==> src/rtl/lvm_bus_defs.sv <==
// Shared definitions for the 4-requester 16-bit bus: widths, FSM encoding
// and the round-robin pick helper.
package lvm_bus_defs;
   localparam int DATA_W  = 16;
   localparam int NUM_REQ = 4;

   typedef enum logic {
      IDLE  = 1'b0,
      GRANT = 1'b1
   } state_t;

   // First set request after ptr, wrapping; ptr itself is examined last.
   function automatic logic [1:0] rr_pick(input logic [NUM_REQ-1:0] req,
                                          input logic [1:0]         ptr);
      logic [1:0] idx;
      logic       found;
      rr_pick = ptr;
      found   = 1'b0;
      for (int k = 1; k <= NUM_REQ; k++) begin
         idx = ptr + 2'(k);
         if (!found && req[idx]) begin
            rr_pick = idx;
            found   = 1'b1;
         end
      end
   endfunction
endpackage

==> src/rtl/mux4way16.sv <==
// 4-way 16-bit data mux; line selects inp1..inp4.
module mux4way16
   import lvm_bus_defs::*;
(
   input  logic [1:0]        line,
   input  logic [DATA_W-1:0] inp1,
   input  logic [DATA_W-1:0] inp2,
   input  logic [DATA_W-1:0] inp3,
   input  logic [DATA_W-1:0] inp4,
   output logic [DATA_W-1:0] out
);
   always_comb begin
      out = inp1;
      case (line)
         2'd0: out = inp1;
         2'd1: out = inp2;
         2'd2: out = inp3;
         2'd3: out = inp4;
         default: out = inp1;
      endcase
   end
endmodule

==> src/rtl/bus_arbiter4x16.sv <==
// Round-robin arbiter/sequencer for a shared 16-bit bus with four requesters.
// Tenure ends on last beat, beat limit, or owner withdrawal; no idle bubble.
module bus_arbiter4x16
   import lvm_bus_defs::*;
#(
   parameter int MAX_BEATS = 8
) (
   input  logic               clk,
   input  logic               rst_n,
   input  logic [3:0]         req,
   input  logic [3:0]         last,
   input  logic [DATA_W-1:0]  din0,
   input  logic [DATA_W-1:0]  din1,
   input  logic [DATA_W-1:0]  din2,
   input  logic [DATA_W-1:0]  din3,
   input  logic               out_ready,
   output logic               out_valid,
   output logic [DATA_W-1:0]  out_data,
   output logic               out_last,
   output logic [3:0]         gnt,
   output logic [1:0]         sel,
   output logic               busy
);
   localparam int CW = $clog2(MAX_BEATS + 1);

   state_t        state_q, state_d;
   logic [1:0]    owner_q, owner_d;
   logic [1:0]    ptr_q, ptr_d;
   logic [CW-1:0] cnt_q, cnt_d;

   logic       owner_req, acc, at_limit, tenure_end;
   logic [1:0] pick;

   assign owner_req  = req[owner_q];
   assign busy       = (state_q == GRANT);
   assign out_valid  = busy & owner_req;
   assign out_last   = last[owner_q] & out_valid;
   assign sel        = owner_q;
   assign gnt        = busy ? (4'd1 << owner_q) : 4'd0;
   assign acc        = out_valid & out_ready;
   assign at_limit   = acc && ((cnt_q + CW'(1)) == CW'(MAX_BEATS));
   // Withdrawal ends the tenure even without an accepted beat.
   assign tenure_end = busy & (~owner_req | (acc & last[owner_q]) | at_limit);
   assign pick       = rr_pick(req, ptr_q);

   always_comb begin
      state_d = state_q;
      owner_d = owner_q;
      ptr_d   = ptr_q;
      cnt_d   = cnt_q;
      case (state_q)
         IDLE: begin
            if (|req) begin
               state_d = GRANT;
               owner_d = pick;
               ptr_d   = pick;
               cnt_d   = '0;
            end
         end
         GRANT: begin
            if (tenure_end) begin
               cnt_d = '0;
               if (|req) begin
                  owner_d = pick;
                  ptr_d   = pick;
               end else begin
                  state_d = IDLE;
               end
            end else if (acc) begin
               cnt_d = cnt_q + CW'(1);
            end
         end
         default: state_d = IDLE;
      endcase
   end

   always_ff @(posedge clk or negedge rst_n) begin
      if (!rst_n) begin
         state_q <= IDLE;
         owner_q <= 2'd0;
         ptr_q   <= 2'd3;
         cnt_q   <= '0;
      end else begin
         state_q <= state_d;
         owner_q <= owner_d;
         ptr_q   <= ptr_d;
         cnt_q   <= cnt_d;
      end
   end

   mux4way16 u_mux (
      .line (sel),
      .inp1 (din0),
      .inp2 (din1),
      .inp3 (din2),
      .inp4 (din3),
      .out  (out_data)
   );
endmodule

==> config.mk <==
export PLATFORM = sky130hd
export DESIGN_NAME = bus_arbiter4x16
export DESIGN_NICKNAME = d
export VERILOG_FILES = /design/src/rtl/lvm_bus_defs.sv /design/src/rtl/mux4way16.sv /design/src/rtl/bus_arbiter4x16.sv
export SDC_FILE = /design/constraint.sdc
export NUM_CORES = 1
export LEC_CHECK = 0
export CORE_MARGIN = 2
export CORE_UTILIZATION = 28
export CTS_CLUSTER_DIAMETER = 40
export DETAILED_ROUTE_END_ITERATION = 10
export GPL_TIMING_DRIVEN = 1
export PLACE_DENSITY = 0.72
export SKIP_LAST_GASP = 1
export SYNTH_ARGS = -nofsm -noshare
export SYNTH_HDL_FRONTEND = slang
export SYNTH_HIERARCHICAL = 1
export SYNTH_SLANG_ARGS = --single-unit
==> constraint.sdc <==
create_clock -name clk -period 1.8 [get_ports clk]
set_input_delay 0.27 -clock clk [delete_from_list [all_inputs] [get_ports clk]]
set_output_delay 0.27 -clock clk [all_outputs]
set_load 0.05 [all_outputs]
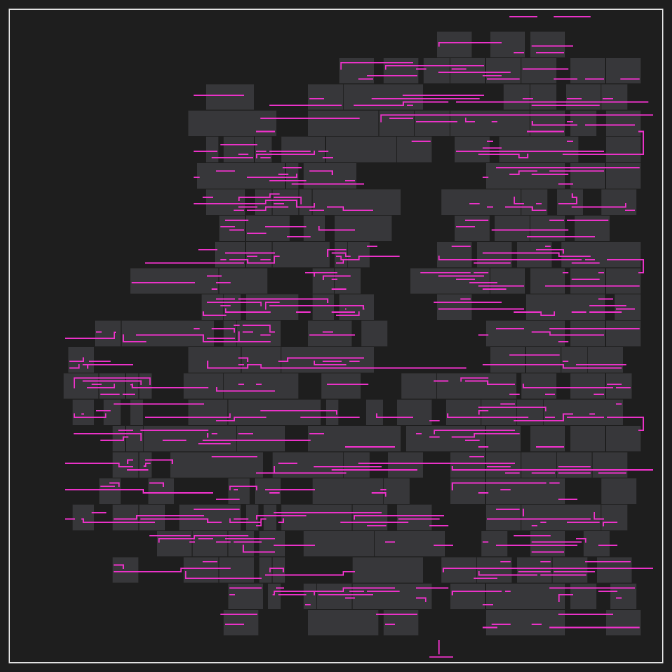
run_1/m1.png
Cells faint in the background.
The wires run mostly horizontal. The longest straight run is 28.1 µm. 220 nets have wire on it. The layer carries 1480 µm of wire.
final WL: 4430 µm
Via Count: 1262
met1 Track Usage GR: 20.1%

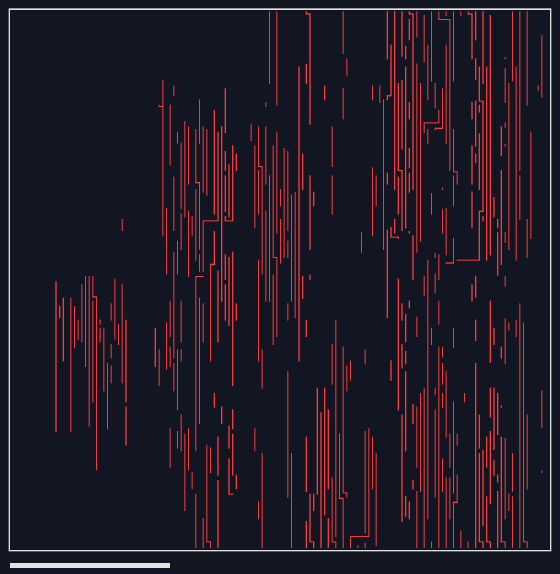
run_1/m2.png
Bar = 20 µm.
The wires run mostly vertical. The layer holds 52% of the routed length. The layer carries 2330 µm of wire.
met2 track utilization from global routing: 36.5%

==> run notes, run 1 <==
Notes on the flow outputs.

- The run finished, with violations left.
- The checks that failed: setup timing.
- The report lists the number of cells resized after CTS as 1.
- The post-detailed-route DRC marker count reads 0.
- The worst setup path startpoint is sel[0]$_DFFE_PN0P_.
- Summing the areas of all xor and xnor instances in the mapped netlist gives 0% of the synthesized area.
- Per STA, the endpoint of the critical path is out_data[3].
- The routed design uses 2330 µm of met2 wire.
- The post-layout minimum cycle time reads 1850 ps.
- The cell class with the largest area share is buffers.
- In this design, the stage delay of the slowest critical-path cell is 530 ps.
- The smallest setup slack after layout reads -53.5 ps.
- The tally of buffers added on design ports reads 99.
- In the layout the commonest cells are 74 x sky130_fd_sc_hd__clkdlybuf4s50_1, 30 x sky130_fd_sc_hd__buf_4, 17 x sky130_fd_sc_hd__mux4_2.
- The endpoint of the most critical register-to-register path reads cnt_q[2]$_DFFE_PN0P_.
- The top cell family by delay on the critical path reads multiplexers.
- In this run the VDD rail shows a maximum IR drop of 0.758 mV.
- Summed over all instances, the cell type with the most area after synthesis is sky130_fd_sc_hd__mux4_2.
- Clock-pin slew was measured on the worst setup and hold paths at 40 ps.
- The post-synthesis instance area reads 1130 µm².
- The final tally of setup violations reads 17.
- The setup slack of the most critical reg-to-reg path reads 60 ps.
- The layout report lists the non-clock buffer share of cell area as 49.2%.
- The hold slack reads 345 ps.
- The highest-count logic cell in the final layout is sky130_fd_sc_hd__clkdlybuf4s50_1.
- The power share of the sequential group reads 9.6%.
- The net switching power reads 0.00204 W.
- The die span in y is 67.5 µm.
- The post-route antenna net violation count reads 0.
- In the per-layer summary, the met1 wirelength comes to 1480 µm.
- The number of cells on the critical path is 3.
- The area of the core is 3940 µm².
- Summed over all layers, the global routing overflow is 0.
- The maximum buffer depth of the clock tree reads 2.
- Per the detailed placement report, the placed cell area equals 2280 µm².
- The final layout report lists a clock buffer count of 4.
- The startpoint type of the worst setup path is a register.
- The total of flip-flops plus latches after synthesis is 9.
- The switching share of power reads 50.9%.
- The final weighted congestion in routability-driven placement is 0.744.
- The number of sequential storage elements reads 9.
- The combinational gate area is 827 µm².
- The synthesized netlist contains 35 unique library cells.
- The reported combinational group power is 0.00339 W.
- Of the total synthesized cell area, the portion taken by full adders, half adders and majority gates is 2.22%.
- The launch instance of the worst register-to-register path is sel[0]$_DFFE_PN0P_.
- The multi-input combinational cell count is 69.
- In this run the full chip footprint comes out at 4550 µm².
- In this run the static leakage power is 0.946 nW.
- The remaining max-slew budget at the tightest pin is 71.1%.
- The number of clock buffers inserted by TritonCTS reads 3.
- The antenna cell count is 0.
- The cell with the biggest individual delay on the critical path reads sky130_fd_sc_hd__mux4_2.
- The power share of the clock group reads 5.9%.
- In this run the power density over the cells is 1710 nW/µm².
- The register with the most flip-flops in the layout has 4 of them.
- The path depth of the worst reg2reg path reads 8.
- The area fraction in and, or, nand and nor cells after synthesis is 12.1%.
- The final routed wire length divided by cell count reads 17.7 µm.
- The critical path maximum fanout is 17.
- The type of the most critical hold path is primary input to async pin.
- The power of the sequential group is 0.000384 W.
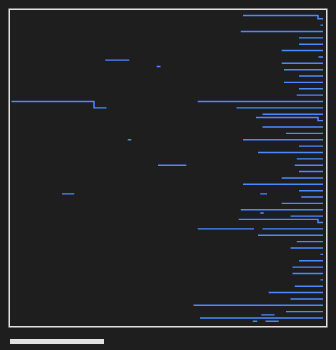
run_1/m3.png
Bar = 20 µm.
The layer carries 516 µm of wire. 55 nets have wire on it. The wires run mostly horizontal. The longest straight run is 27.4 µm.
M3 GR Usage: 6.17%

run_1/clock_nets.png
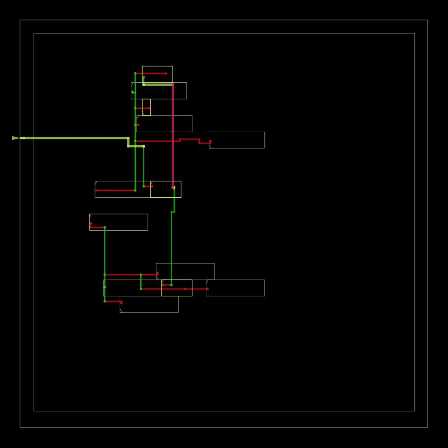

==> run 2, diff against run 1 <==
CORE_UTILIZATION = 32   (was 28)
PLACE_DENSITY = 0.78   (was 0.72)
clock period = 1.75 ns   (was 1.8 ns; I/O delays follow)
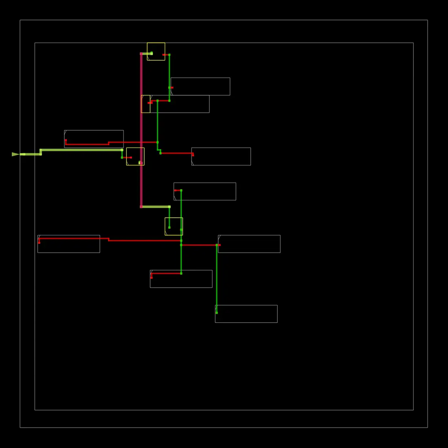
run_2/clock_nets.png
flip-flop and latch count: 9
clk sinks: 9

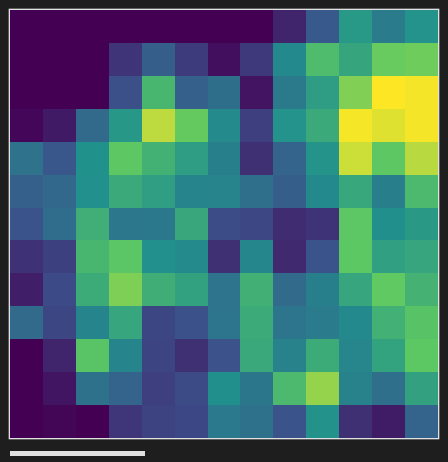
run_2/route_heat.png
Bar = 20 µm. 13 x 13 tiles, from dark purple (low) to yellow (high), scaled to the fullest tile. Values are wire area over tile area, all layers added.
The densest ninth of the die: north-east. The emptiest ninth of the die: north-west. 12% of the tiles are nearly empty.

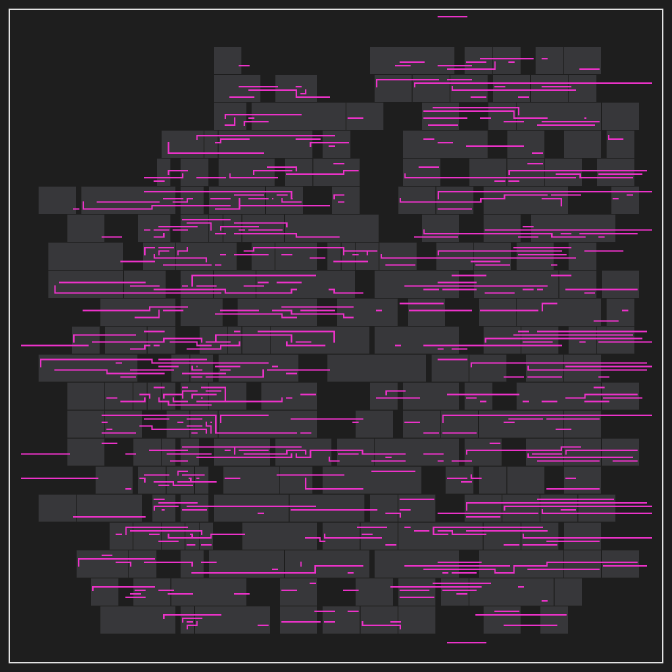
run_2/m1.png
Cells faint in the background.
The layer carries 1670 µm of wire. The wires run mostly horizontal. 246 nets have wire on it.
Via Count: 1284
final WL: 4330 µm

==> run notes, run 2 <==
Notes on the flow outputs.

- Looking at the reg2reg group, the worst path starts from sel[0]$_DFFE_PN0P_.
- The static leakage is 0.992 nW.
- The die span in y is 63.4 µm.
- The largest stage delay on the critical path reads 510 ps.
- Checking max transition, the worst relative margin is 70.6%.
- The pre-antenna-repair detailed-routing pass consisted of 4 iterations.
- The power report lists the combinational group at 0.00380 W.
- The number of cells on the critical path reads 3.
- The worst register-to-register path has a setup slack of -100 ps.
- The fraction of met3 tracks used by global routing is 6.43%.
- In this run the critical register-to-register path is captured at sel[0]$_DFFE_PN0P_.
- The hold slack is 301 ps.
- The post-layout minimum cycle time reads 1900 ps.
- The cell class with the largest area share reads buffers.
- STA lists the maximum fanout along the critical path as 6.
- The clock transition at the registers of the reported paths reads 70 ps.
- In the post-route analysis, the smallest setup slack over all paths is -151 ps.
- The total of flip-flops plus latches after synthesis is 9.
- The multi-input combinational cell count reads 69.
- The maximum buffer depth of the clock tree reads 2.
- In the layout the commonest cells are 74 x sky130_fd_sc_hd__clkdlybuf4s50_1, 31 x sky130_fd_sc_hd__buf_4, 17 x sky130_fd_sc_hd__mux4_2.
- The post-placement cell count is 244.
- The biggest area consumer among synthesized cells reads sky130_fd_sc_hd__mux4_2.
- The power share of the clock group is 3.9%.
- The tally of buffers added on design ports is 99.
- The switching share of power is 50.0%.
- The antenna cell count reads 0.
- Once the clock tree was built, the resizer swapped 13 gates to a different size.
- The cell family contributing the most delay on the critical path is multiplexers.
- For this run, the final setup violation count is recorded as 23.
- The startpoint type of the worst setup path reads a register.
- The instance area at placement reads 2290 µm².
- The worst vdd rail ir drop reads 1.15 mV.
- The cell with the biggest individual delay on the critical path is sky130_fd_sc_hd__mux4_2.
- Per the final report, the share of cell area in non-clock buffers is 49.8%.
- The post-synthesis instance area reads 1130 µm².
- The adder and majority gate portion of the synthesized area is 2.22%.
- The final-layout clock buffer total is 4.
- The highest-count logic cell in the final layout is sky130_fd_sc_hd__clkdlybuf4s50_1.
- The multi-input combinational cells in the finished layout cover a total of 887 µm².
- The total area inside the core boundary comes to 3360 µm².
- The met2 layer wire length in the routed design reads 2260 µm.
- In this run, the synthesized area fraction spent on xor and xnor cells is recorded as 0%.
- Looking at the power breakdown, sequential logic takes 9.2% of the total.
- The checks that failed: setup timing.
- The number of pins exceeding their max-slew limit in the final report is 0.
- The transition at the pin with the smallest max-transition slack reads 440 ps.
- The run finished, with violations left.
- In this run the worst hold path is classified as primary input to async pin.
- The distinct cell type count after synthesis reads 35.
- The critical path capture point reads out_data[1].
- The post-detailed-route DRC marker count reads 0.
- The power density relative to cell area is 1780 nW/µm².
- The post-route antenna net violation count reads 0.
- The routed length on met1 reads 1670 µm.
- The worst setup path startpoint is sel[0]$_DFFE_PN0P_.
- The net switching power is 0.00219 W.
- After Yosys synthesis, and, or, nand and nor cells account for 12.1% of the synthesized area.
- The power of the sequential group is 0.000400 W.
- Per the gpl log, the routability congestion estimate is 0.790.
- The remaining global-route overflow is 0.
- In the global route stage, met1 resource usage came out at 24.4%.
Power and IR drop assume default switching activity.
